===== config.mk =====
export PLATFORM = sky130hd
export DESIGN_NAME = die_sampler_flat
export DESIGN_NICKNAME = d
export VERILOG_FILES = /design/src/rtl/dice_pkg.sv /design/src/rtl/die_sampler_if.sv /design/src/rtl/rng_bit_fetch.sv /design/src/rtl/die_sampler.sv /design/src/flat_wrapper.sv
export SDC_FILE = /design/constraint.sdc
export NUM_CORES = 1
export LEC_CHECK = 0
export ABC_AREA = 1
export ABC_CLOCK_PERIOD_IN_PS = 3100
export CORE_ASPECT_RATIO = 0.8
export CORE_UTILIZATION = 35
export DETAILED_ROUTE_END_ITERATION = 6
export GPL_TIMING_DRIVEN = 0
export PLACE_DENSITY = 0.52
export REMOVE_ABC_BUFFERS = 1
export SLEW_MARGIN = 20
export SYNTH_ARGS = -nofsm -noshare
export SYNTH_HDL_FRONTEND = slang
export SYNTH_SLANG_ARGS = --single-unit

===== constraint.sdc =====
create_clock -name clk -period 3.1 [get_ports clk]
set_input_delay 0.465 -clock clk [delete_from_list [all_inputs] [get_ports clk]]
set_output_delay 0.465 -clock clk [all_outputs]
set_load 0.01 [all_outputs]

===== src/rtl/dice_pkg.sv =====
// Shared types and constants for the die sampler: FSM states, side limits,
// default timeout and the sides-to-bit-width helper.
package dice_pkg;

    typedef enum logic [1:0] {
        ST_IDLE  = 2'd0,
        ST_REQ   = 2'd1,
        ST_WAIT  = 2'd2,
        ST_CHECK = 2'd3
    } state_t;

    localparam int MIN_SIDES          = 2;
    localparam int MAX_SIDES_DEF      = 20;
    localparam int TIMEOUT_CYCLES_DEF = 255;

    // Minimum number of bits needed to hold sides-1 (never less than one).
    function automatic logic [2:0] sides_to_k(input logic [4:0] sides);
        logic [4:0] m;
        logic [2:0] k;
        m = sides - 5'd1;
        k = 3'd1;
        for (int i = 1; i < 5; i++) begin
            if (m[i]) k = 3'(i + 1);
        end
        return k;
    endfunction

endpackage


===== src/rtl/die_sampler_if.sv =====
// Roll request/result signals plus the single-bit RNG handshake, grouped so the
// sampler and its environment see one bundle. dbg_state mirrors the sampler FSM.
interface die_sampler_if;
    import dice_pkg::*;

    // Handshake: roll is only looked at while busy=0; valid/error are one-cycle
    // pulses; rng_start asks for one bit and rng_done marks rng_result for one cycle.
    logic       roll;
    logic [4:0] sides;
    logic [4:0] value;
    logic       valid;
    logic       busy;
    logic       error;
    logic       rng_start;
    logic       rng_result;
    logic       rng_done;
    state_t     dbg_state;

    modport slave (
        input  roll, sides, rng_result, rng_done,
        output value, valid, busy, error, rng_start, dbg_state
    );

    modport master (
        output roll, sides, rng_result, rng_done,
        input  value, valid, busy, error, rng_start, dbg_state
    );

endinterface


===== src/rtl/rng_bit_fetch.sv =====
// Drives the one-bit RNG request and watches for its answer, raising a bit
// strobe on rng_done or a timeout strobe after TIMEOUT_CYCLES silent WAIT cycles.
module rng_bit_fetch
    import dice_pkg::*;
#(
    parameter int TIMEOUT_CYCLES = TIMEOUT_CYCLES_DEF
) (
    input  logic clk,
    input  logic reset_n,
    input  logic in_req,
    input  logic in_wait,
    input  logic rng_done,
    input  logic rng_result,
    output logic rng_start,
    output logic bit_strobe,
    output logic bit_value,
    output logic timeout_strobe
);

    logic [7:0] wait_cnt_q;
    logic [7:0] wait_cnt_d;

    // The counter sits at zero outside WAIT, so every WAIT entry starts fresh.
    always_comb begin
        rng_start      = in_req;
        bit_strobe     = in_wait & rng_done;
        bit_value      = rng_result;
        timeout_strobe = in_wait & ~rng_done & (wait_cnt_q == 8'(TIMEOUT_CYCLES - 1));
        wait_cnt_d     = in_wait ? (wait_cnt_q + 8'd1) : 8'd0;
    end

    always_ff @(posedge clk) begin
        if (!reset_n) begin
            wait_cnt_q <= 8'd0;
        end else begin
            wait_cnt_q <= wait_cnt_d;
        end
    end

endmodule


===== src/rtl/die_sampler.sv =====
// Uniform die roller: gathers k random bits MSB-first per attempt and rejects
// candidates >= sides until one fits, then reports candidate+1.
module die_sampler
    import dice_pkg::*;
#(
    parameter int TIMEOUT_CYCLES = TIMEOUT_CYCLES_DEF,
    parameter int MAX_SIDES      = MAX_SIDES_DEF
) (
    input logic          clk,
    input logic          reset_n,
    die_sampler_if.slave bus
);

    state_t     state_q, state_d;
    logic [4:0] sides_q, sides_d;
    logic [2:0] k_q, k_d;
    logic [4:0] shreg_q, shreg_d;
    logic [2:0] cnt_q, cnt_d;
    logic [4:0] value_q, value_d;
    logic       valid_q, valid_d;
    logic       error_q, error_d;

    logic       bit_strobe;
    logic       bit_value;
    logic       timeout_strobe;
    logic       sides_legal;
    logic [4:0] cand;

    rng_bit_fetch #(
        .TIMEOUT_CYCLES(TIMEOUT_CYCLES)
    ) u_fetch (
        .clk           (clk),
        .reset_n       (reset_n),
        .in_req        (state_q == ST_REQ),
        .in_wait       (state_q == ST_WAIT),
        .rng_done      (bus.rng_done),
        .rng_result    (bus.rng_result),
        .rng_start     (bus.rng_start),
        .bit_strobe    (bit_strobe),
        .bit_value     (bit_value),
        .timeout_strobe(timeout_strobe)
    );

    assign sides_legal = (bus.sides >= 5'(MIN_SIDES)) && (bus.sides <= 5'(MAX_SIDES));
    // Mask to the low k bits; k=5 wraps the shifted one to zero, giving all ones.
    assign cand = shreg_q & ((5'd1 << k_q) - 5'd1);

    always_comb begin
        state_d = state_q;
        sides_d = sides_q;
        k_d     = k_q;
        shreg_d = shreg_q;
        cnt_d   = cnt_q;
        value_d = value_q;
        valid_d = 1'b0;
        error_d = 1'b0;
        case (state_q)
            ST_IDLE: begin
                if (bus.roll) begin
                    if (sides_legal) begin
                        sides_d = bus.sides;
                        k_d     = sides_to_k(bus.sides);
                        shreg_d = 5'd0;
                        cnt_d   = 3'd0;
                        state_d = ST_REQ;
                    end else begin
                        error_d = 1'b1;
                    end
                end
            end
            ST_REQ: begin
                state_d = ST_WAIT;
            end
            ST_WAIT: begin
                if (bit_strobe) begin
                    shreg_d = {shreg_q[3:0], bit_value};
                    cnt_d   = cnt_q + 3'd1;
                    state_d = ((cnt_q + 3'd1) == k_q) ? ST_CHECK : ST_REQ;
                end else if (timeout_strobe) begin
                    error_d = 1'b1;
                    state_d = ST_IDLE;
                end
            end
            ST_CHECK: begin
                if (cand < sides_q) begin
                    value_d = cand + 5'd1;
                    valid_d = 1'b1;
                    state_d = ST_IDLE;
                end else begin
                    shreg_d = 5'd0;
                    cnt_d   = 3'd0;
                    state_d = ST_REQ;
                end
            end
            default: begin
                state_d = ST_IDLE;
            end
        endcase
    end

    always_ff @(posedge clk) begin
        if (!reset_n) begin
            state_q <= ST_IDLE;
            sides_q <= 5'd0;
            k_q     <= 3'd0;
            shreg_q <= 5'd0;
            cnt_q   <= 3'd0;
            value_q <= 5'd0;
            valid_q <= 1'b0;
            error_q <= 1'b0;
        end else begin
            state_q <= state_d;
            sides_q <= sides_d;
            k_q     <= k_d;
            shreg_q <= shreg_d;
            cnt_q   <= cnt_d;
            value_q <= value_d;
            valid_q <= valid_d;
            error_q <= error_d;
        end
    end

    assign bus.value     = value_q;
    assign bus.valid     = valid_q;
    assign bus.error     = error_q;
    assign bus.busy      = (state_q != ST_IDLE);
    assign bus.dbg_state = state_q;

endmodule


===== src/flat_wrapper.sv =====
// flat-port wrapper written by rule: the top's interface ports become plain ports
module die_sampler_flat import dice_pkg::*;
#(
    parameter int TIMEOUT_CYCLES = TIMEOUT_CYCLES_DEF,
    parameter int MAX_SIDES      = MAX_SIDES_DEF
)
  (clk, reset_n, bus_roll, bus_sides, bus_rng_result, bus_rng_done, bus_value, bus_valid, bus_busy, bus_error, bus_rng_start, bus_dbg_state);
  die_sampler_if bus_i ();
  input logic clk;
  input logic reset_n;
  input wire logic [$bits(bus_i.roll)-1:0] bus_roll;
  input wire logic [$bits(bus_i.sides)-1:0] bus_sides;
  input wire logic [$bits(bus_i.rng_result)-1:0] bus_rng_result;
  input wire logic [$bits(bus_i.rng_done)-1:0] bus_rng_done;
  output wire logic [$bits(bus_i.value)-1:0] bus_value;
  output wire logic [$bits(bus_i.valid)-1:0] bus_valid;
  output wire logic [$bits(bus_i.busy)-1:0] bus_busy;
  output wire logic [$bits(bus_i.error)-1:0] bus_error;
  output wire logic [$bits(bus_i.rng_start)-1:0] bus_rng_start;
  output wire logic [$bits(bus_i.dbg_state)-1:0] bus_dbg_state;
  assign bus_i.roll = bus_roll;
  assign bus_i.sides = bus_sides;
  assign bus_i.rng_result = bus_rng_result;
  assign bus_i.rng_done = bus_rng_done;
  assign bus_value = bus_i.value;
  assign bus_valid = bus_i.valid;
  assign bus_busy = bus_i.busy;
  assign bus_error = bus_i.error;
  assign bus_rng_start = bus_i.rng_start;
  assign bus_dbg_state = bus_i.dbg_state;
  die_sampler #(.TIMEOUT_CYCLES(TIMEOUT_CYCLES), .MAX_SIDES(MAX_SIDES)) u_core (.clk(clk), .reset_n(reset_n), .bus(bus_i));
endmodule

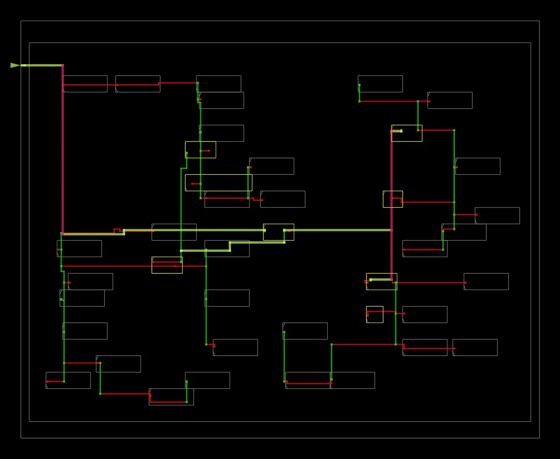
(run_1/final_clocks.png)
sequential cell count: 33
Max Clock Skew: 0.0101 ns
Clock group: 412 uW
total CTS buffers: 5
CLK BUF: 5

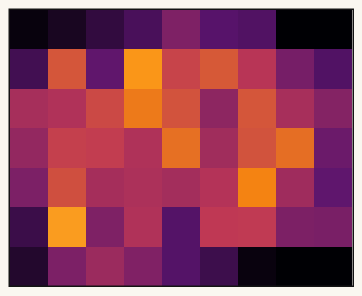
(run_1/density.png)
Drawn at 4 px/um. The die is cut into 9 by 7 equal tiles; black is low, pale yellow is high, 0 to 100% covered.
The fullest tile reaches 78%. The mean over all tiles is 38%. 3.2% of the tiles are over 75% full. 6.3% of the tiles are nearly empty.
core area: 5180 sq um
Core Util, Final: 44.2%
Core Util at FP: 37.8%

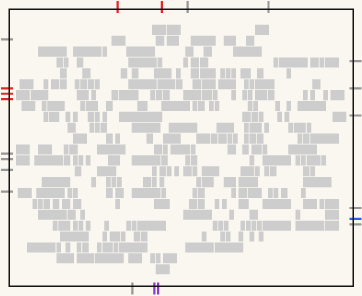
(run_1/pins.png)
Drawn at 4 px/um. Pins as bars across the die edge, other pins in grey.
Key: blue = `bus_valid` [pins 1, direction output, edge east]; purple = `bus_dbg_state` [pins 2, direction output, edge south]; red = `bus_sides` [pins 5, direction input, edge 3 west, 2 north]
All pins by edge: 8 west, 6 east, 4 north, 3 south.
Port Buf Inserts: 20
die height: 68.9 um
Die W: 85.6 um

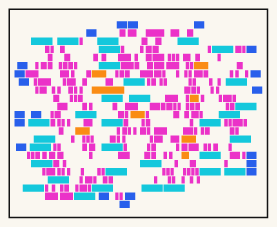
(run_1/cell_classes.png)
Drawn at 3 px/um.
Key: cyan = flip-flops [cells 33, share of their area 30%]; orange = clock drivers and dummy loads [cells 8, share of their area 5.2%]; magenta = all other logic [cells 232, share of their area 56%]; blue = other buffers and delay cells [cells 20, share of their area 9.0%]
Design Area, Final: 2290 sq um
row cnt: 23
sequential share of cell area: 28.9%

==> run 1: metal layers <==
layer,share of wire [%],global-route usage [%]
met2,39,23.3
met5,0,0
met1,57,21.6
met3,3.3,3.57
met4,1.3,6.25
==> run 1: synth_stat cells (all sizes together) (4+ instances only) <==
cell and number:
nor2 48, xor2 4, buf 5, o21ai 11, ha 10, dfxtp 33, a21oi 23, nand2 53
nand3 19, nand4 6, inv 41
==> run 1: cell type report <==
type | instances | area (sq um)
Fill cell | 540 | 2890
Tap cell | 62 | 77.6
Multi-Input combinational cell | 190 | 1080
Timing Repair Buffer | 20 | 200
Clock buffer | 5 | 68.8
Clock inverter | 3 | 46.3
Sequential cell | 33 | 661
Inverter | 42 | 158
==> run 1: cell families after synthesis <==
logic type	count (synthesis)	share of synthesized area, %
buffers and inverters	48	11.1
XOR/XNOR	6	2.69
flip-flops	33	33.8
adder cells (fa/ha/maj)	10	6.39
AND/OR/NAND/NOR	132	33.4
AND-OR/OR-AND	42	12.6
==> run 1: through the flow <==
stage | total power [mW] | area, sq um
floorplan | 0.777 | 1900
finish | 1.28 | 2290
detailed placement | 0.879 | 2170
global placement | 0.878 | 2170
CTS | 1.30 | 2290
global route | 1.37 | 2290
==> run 1: where the power goes <==
group	internal [mW]	switching (mW)
Combinational	0.148	0.216
Clock	0.240	0.172
Sequential	0.468	0.0381
Total	0.857	0.426
==> run 1: worst max path at each step <==
stage / startpoint / endpoint / slack, ns / cells after the start
2_1_floorplan: u_core.k_q[2] / u_core.shreg_q[1] / 0.81 / 16
3_3_place_gp: reset_n / u_core.u_fetch.wait_cnt_q[4] / 0.46 / 6
4_1_cts: u_core.k_q[0] / u_core.shreg_q[2] / 0.46 / 15
3_5_place_dp: reset_n / u_core.u_fetch.wait_cnt_q[4] / 0.44 / 6
6_report: u_core.k_q[0] / u_core.shreg_q[2] / 0.45 / 16
5_1_grt: u_core.k_q[0] / u_core.shreg_q[2] / 0.09 / 16
==> run 1: state kept, by name (all words and copies together) (netlist names) <==
name	count
u_core.bus.value	5
u_core.bus.error	1
u_core.bus.valid	1
u_core.u_fetch.wait_cnt_q	8
u_core.cnt_q	3
u_core.k_q	3
u_core.shreg_q	5
u_core.bus.dbg_state	2
u_core.sides_q	5
==> run 1: critical path, cell delays in order, from the launching register on <==
cell	delay (ns)
dfxtp_1	0.41
clkinv_1	0.16
nand3_2	0.11
ha_1	0.22
inv_1	0.08
nand2_1	0.07
nand3_1	0.09
inv_1	0.12
ha_1	0.25
a21oi_1	0.18
nor2_2	0.07
nor2_4	0.12
nand3_4	0.28
nand2_2	0.21
nand2_1	0.06
nand2_1	0.05
nor2_1	0.05
==> impl_metrics.py, run 1 <==
# Flow results
metrics = {
    "job": {
        "drv_cap": 0,
        "tool_warnings": 27,
    },
    "status": {
        "run_status": "finished clean",
    },
    "worst_hold_path": {
        "hold_start": "u_core.u_fetch.wait_cnt_q[0]",
        "whs_path_depth": 1,
        "whs_endpoint": "u_core.u_fetch.wait_cnt_q[0]",
    },
    "grt": {
        "antenna_found_initial": 0,
        "track_usage_pct": 15.5,
        "overflow": 0,
        "grt_max_degree": 23,
        "grt_pass1_vias": 1516,
    },
    "sta": {
        "tightest_slew_ns": 0.713,
        "finalSetupViolations": 0,
        "rsz0062_at_grt": "false",
        "post-route-period-util_pct": 85.5,
    },
    "synthesis": {
        "topCellsByArea": "dfxtp_1, nand2_1, nor2_1, inv_1, ha_1",
        "ys_seq_share_pct": 33.8,
        "synth-async-reset-ratio_pct": 0,
        "yosysCellCount": 271,
        "synth_area_sq_um": 1960,
        "syn_inst": 271,
        "ys_area_sq_um": 1960,
        "top_cell_area_share_pct": 33.8,
        "flop_cell": "dfxtp_1",
        "edf_count": 0,
        "yosysTopAreaCell": "dfxtp_1",
    },
    "finish": {
        "nets": 312,
        "final_layout_size_suffix_gt1_share_pct": 15.7,
        "fin_cells": 355,
    },
    "critical_path": {
        "endpoint_kind": "register",
        "r2r_slack_ns": 0.45,
        "timing.rr.end": "u_core.shreg_q[2]",
    },
    "clock_tree": {
        "postCtsHoldBufs": 0,
        "clk_pin_slew_worst_paths_ns": 0.08,
        "cts_resized": 0,
        "cts_root_buf": "clkbuf_8",
    },
    "drt": {
        "vias_per_cell": 4.66,
        "wl_um": 3970,
        "via_count": 1653,
        "postRouteAntennaNets": 0,
        "drtPass1Iterations": 4,
        "drt_iter0_drc": 56,
    },
    "placement": {
        "dp_hpwl_um": 2950,
        "post-place-ws_ns": 0.438,
    },
    "power": {
        "p_leak_nw": 0.982,
        "powerDensity_nw_per_um2": 560,
    },
    "floorplan": {
        "chip_area_sq_um": 5900,
        "io_pins": 21,
    },
}
--- run 2 (diff from run 1) ---
- CTS_BUF_LIST: default -> sky130_fd_sc_hd__clkbuf_4 sky130_fd_sc_hd__clkbuf_8 sky130_fd_sc_hd__clkbuf_16
- SKIP_LAST_GASP: default -> 1
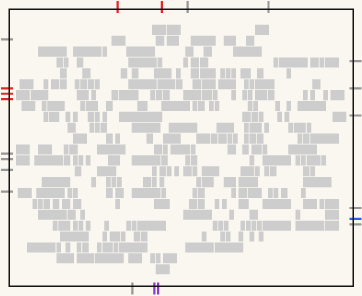
(run_2/pins.png)
Drawn at 4 px/um. Pins as bars across the die edge, other pins in grey.
Key: blue = `bus_valid` [pins 1, direction output, edge east]; red = `bus_sides` [pins 5, direction input, edge 3 west, 2 north]; purple = `bus_dbg_state` [pins 2, direction output, edge south]
All pins by edge: 8 west, 6 east, 4 north, 3 south.

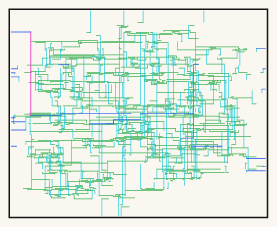
(run_2/metal_stack.png)
Drawn at 3 px/um.
Key: magenta = met4 [wire length 52.4 um]; cyan = met2 [wire length 1530 um]; green = met1 [wire length 2260 um]; blue = met3 [wire length 131 um]

==> run 2 against run 1 <==
Compared with the run above:
- power did not move
- non-clock buffer count did not move
- critical endpoint unchanged
- flip-flop count did not move
- setup slack did not move
- first-iteration DRC count did not move
- largest power group unchanged
- die size did not move
- critical path depth did not move
- synthesized cell count did not move
- area after synthesis did not move
==> impl_metrics.py, run 2 <==
# Flow results
metrics = {
    "finish": {
        "n_fill_cell": 540,
        "largest_reg_flops": 8,
        "fin_cells": 355,
        "nets": 312,
    },
    "floorplan": {
        "rows": 23,
        "core_util_floorplan_pct": 37.8,
        "chip_area_sq_um": 5900,
        "die_x_um": 85.6,
        "coreArea_sq_um": 5180,
        "io_pins": 21,
    },
    "critical_path": {
        "timing.critical_path.mode_cell": "nand2_1",
        "r2r_slack_ns": 0.45,
        "cp_cell_sequence": "clkinv_1 -> nand3_2 -> ha_1 -> inv_1 -> nand2_1 -> nand3_1 -> inv_1 -> ha_1 -> a21oi_1 -> nor2_2 -> nor2_4 -> nand3_4 -> nand2_2 -> nand2_1 -> nand2_1 -> nor2_1",
        "endpoint_kind": "register",
        "critPathSlowestCell": "dfxtp_1",
        "crit_path_max_incr_delay_ns": 0.41,
        "cp_top_family": "simple AND/OR/NAND/NOR gates",
    },
    "clock_tree": {
        "postCtsHoldBufs": 0,
        "cts_resized": 0,
        "cts_root_buf": "clkbuf_8",
        "clk_pin_slew_worst_paths_ns": 0.08,
        "numCtsBuffers": 5,
    },
    "drt": {
        "via_count": 1653,
        "drt_iter0_drc": 56,
        "postRouteAntennaNets": 0,
        "wl_um": 3970,
        "vias_per_cell": 4.66,
        "drtPass1Iterations": 4,
    },
    "placement": {
        "io_buffers": 20,
        "post-place-ws_ns": 0.438,
    },
    "grt": {
        "grt_max_degree": 23,
        "antenna_found_initial": 0,
        "overflow": 0,
    },
    "synthesis": {
        "edf_count": 0,
        "top_cell_area_share_pct": 33.8,
        "ys_seq_share_pct": 33.8,
        "yosysTopAreaCell": "dfxtp_1",
        "ys_area_sq_um": 1960,
        "synth-async-reset-ratio_pct": 0,
        "top_cell": "nand2_1",
        "synth_area_sq_um": 1960,
        "syn_inst": 271,
    },
    "sta": {
        "tightest_slew_ns": 0.713,
        "finalSetupViolations": 0,
        "clock-skew-final_ns": 0.0101,
        "rsz0062_at_grt": "false",
    },
    "status": {
        "run_status": "finished clean",
    },
    "power": {
        "p_leak_nw": 0.982,
    },
}
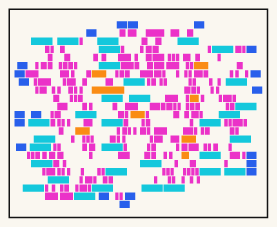
(run_2/cell_classes.png)
Drawn at 3 px/um.
Key: magenta = all other logic [cells 232, share of their area 56%]; blue = other buffers and delay cells [cells 20, share of their area 9.0%]; orange = clock drivers and dummy loads [cells 8, share of their area 5.2%]; cyan = flip-flops [cells 33, share of their area 30%]

-- run 2: cell counts after synthesis --
No cell type changed its count.
-- run 2: routing by layer --
metal	vias to the layer above	GRT usage, %	wire [um]
met5	-	0	0
met4	0	6.25	52
met3	5	3.57	130
met2	23	23.3	1530
met1	721	21.6	2260
li1	904	-	-
-- run 2: final timing paths --
check,startpoint,to,cells after the start
worst min-delay path,u_core.u_fetch.wait_cnt_q[0],u_core.u_fetch.wait_cnt_q[0],1
worst max register to register,u_core.k_q[0],u_core.shreg_q[2],16
worst max-delay path,u_core.k_q[0],u_core.shreg_q[2],16
worst min register to register,u_core.u_fetch.wait_cnt_q[0],u_core.u_fetch.wait_cnt_q[0],1
-- run 2: logic make-up after synthesis --
family                     share of synthesized area (%)
AOI/OAI and AO/OA                                   12.6
adders and majority gates                           6.39
buffers and inverters                               11.1
DFF                                                 33.8
xor gates and xnor gates                            2.69
and+or+nand+nor                                     33.4
-- run 2: power breakdown --
group / internal [mW] / switching, mW / leakage, nW / total, mW
registers: 0.468 / 0.0381 / 0.269 / 0.506
clock network: 0.240 / 0.172 / 0.0543 / 0.412
logic: 0.148 / 0.216 / 0.659 / 0.364
-- run 2: final cells by class --
type	instances	area (sq um)	share of cell area, %
inverters	42	158	6.89
multi-input cells	190	1080	47.1
repair buffers	20	200	8.74
flip-flops and latches	33	661	28.9
clock inverters	3	46.3	2.02
clock buffers	5	68.8	3.01
well taps	62	77.6	3.39
-- run 2: stage by stage --
step / total power [mW] / instance area [sq um] / hold WS [ns] / util, %
after floorplan: 0.777 / 1900 / 0.430 / -
after global placement: 0.878 / 2170 / 0.445 / 42.0
after global routing: 1.37 / 2290 / 0.489 / 44.2
after detailed placement: 0.879 / 2170 / 0.447 / 42.0
after CTS: 1.30 / 2290 / 0.466 / 44.2
final: 1.28 / 2290 / 0.460 / 44.2
--- run 3 (diff from run 2) ---
- ABC_AREA: 1 -> 0
==> run 3 against run 2 <==
Compared with the run above:
- sequential power shrank 7.1%
- flip-flop count is the same
- non-clock buffer count grew 4
- largest power group unchanged
- critical path depth decreased by 6
- global-route usage fell by 1.5 points
==> impl_metrics.py, run 3 <==
# Flow results
metrics = {
    "synthesis": {
        "yosysTopAreaCell": "dfxtp_1",
        "synthTopCellsByCount": "dfxtp_1, nand2_1, nor2_1, nand3_1, nor2b_1",
        "aoi_share_pct": 17.6,
        "top_cell_area_share_pct": 33.4,
        "simple_gate_area_share_pct": 26.4,
        "top_cell": "dfxtp_1",
        "ys_area_sq_um": 1980,
        "edf_count": 0,
        "xor_area_share_pct": 7.08,
        "ys_top_logic_family": "simple AND/OR/NAND/NOR gates",
        "synth_area_sq_um": 1980,
        "synthAdderAreaFrac_pct": 6.33,
        "synth-async-reset-ratio_pct": 0,
        "syn_inst": 227,
    },
    "sta": {
        "clock-skew-final_ns": 0.00709,
        "whs_ns": 0.452,
        "finalSetupViolations": 0,
        "tightest_slew_ns": 0.930,
        "rsz0062_at_grt": "false",
    },
    "finish": {
        "nets": 262,
        "finalInstanceArea_sq_um": 2330,
        "largest_reg_flops": 8,
    },
    "placement": {
        "io_buffers": 20,
        "dpl_cell_area_sq_um": 2170,
        "post-place-ws_ns": -0.241,
    },
    "grt": {
        "antenna_found_initial": 0,
        "overflow": 0,
    },
    "floorplan": {
        "rows": 24,
        "io_pins": 21,
        "die_x_um": 86.1,
        "coreArea_sq_um": 5440,
    },
    "clock_tree": {
        "numCtsBuffers": 5,
        "postCtsHoldBufs": 0,
        "clk_pin_slew_worst_paths_ns": 0.07,
    },
    "drt": {
        "via_count": 1510,
        "vias_per_cell": 4.70,
        "postRouteAntennaNets": 0,
    },
    "power": {
        "p_leak_nw": 0.845,
        "power_mw": 1.01,
    },
    "status": {
        "run_status": "finished clean",
    },
    "critical_path": {
        "endpoint_kind": "register",
        "crit_path_max_incr_delay_ns": 0.38,
    },
}
## run 3: area by class of cell
class,count,area [sq um]
sequential,33,664
clock inverter,2,10.0
multi-input combinational,170,1210
clock buffer,6,76.3
fill,548,3110
timing repair buffer,24,243
tap,78,97.6
inverter,8,30.0
## run 3: metal layers
layer  GRT usage, %  vias to the layer above  wire (um)
met5              0                        -          0
met4           4.44                        0         30
met3           4.17                        4        144
met2           18.6                       23       1510
met1           21.3                      657       2200
li1               -                      826          -
## run 3: cells by family (layout without fill, tap and decap cells)
| family | Yosys count | after routing |
|---|---|---|
| AOI/OAI and AO/OA | 46 | 46 |
| and+or+nand+nor | 93 | 93 |
| buffers and inverters | 24 | 40 |
| muxes | 5 | 5 |
| xor gates and xnor gates | 16 | 16 |
| DFF | 33 | 33 |
| adders and majority gates | 10 | 10 |
## run 3: per-stage QoR
step	std cells	utilization [%]	setup TNS, ns
2_1_floorplan	211	-	0
3_3_place_gp	309	40.0	-0.374
3_5_place_dp	309	40.0	-0.424
4_1_cts	319	42.1	-0.0268
5_1_grt	321	42.9	0
6_report	321	42.9	0
## run 3: timing repair
item,CTS,global route
pin swaps,1,3
gates cloned,0,0
setup buffers,2,2
resized,3,4
endpoints found under the setup margin,11,15
## run 3: path summary, 6_finish.rpt
path | from | end | slack, ns | cells past startpoint
worst min-delay path | u_core.shreg_q[4] | u_core.shreg_q[4] | 0.45 | 2
worst max register to register | u_core.k_q[0] | u_core.cnt_q[2] | 0.17 | 10
worst max-delay path | u_core.k_q[0] | u_core.cnt_q[2] | 0.17 | 10
worst min register to register | u_core.shreg_q[4] | u_core.shreg_q[4] | 0.45 | 2
## run 3: report_power, final
group | switching [mW] | internal [mW]
clock | 0.154 | 0.164
sequential | 0.0284 | 0.441
combinational | 0.111 | 0.112
total | 0.293 | 0.718
## run 3: worst min-delay path, delay by kind of cell, from the launching register on
kind	cells	cell delay (ns)
flip-flops	1	0.31
AND-OR/OR-AND	1	0.05
AND/OR/NAND/NOR	1	0.05
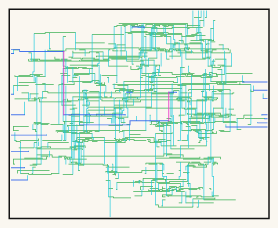
(run_3/metal_stack.png)
Drawn at 3 px/um.
Key: blue = met3 [wire length 144 um]; cyan = met2 [wire length 1510 um]; magenta = met4 [wire length 30.6 um]; green = met1 [wire length 2200 um]

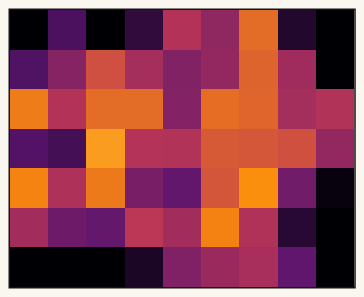
(run_3/density.png)
Drawn at 4 px/um. The die is cut into 9 by 7 equal tiles; black is low, pale yellow is high, 0 to 100% covered.
The fullest tile reaches 78%. 14% of the tiles are nearly empty. 3.2% of the tiles are over 75% full. The mean over all tiles is 38%.
Core Util at FP: 36.4%
Core Util, Final: 42.9%

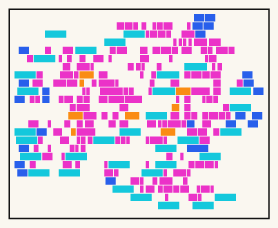
(run_3/cell_classes.png)
Drawn at 3 px/um.
Key: magenta = all other logic [cells 178, share of their area 55%]; orange = clock drivers and dummy loads [cells 8, share of their area 3.9%]; cyan = flip-flops [cells 33, share of their area 30%]; blue = other buffers and delay cells [cells 24, share of their area 11%]

Power figures rest on the tool's default switching activity, not on a simulated workload.
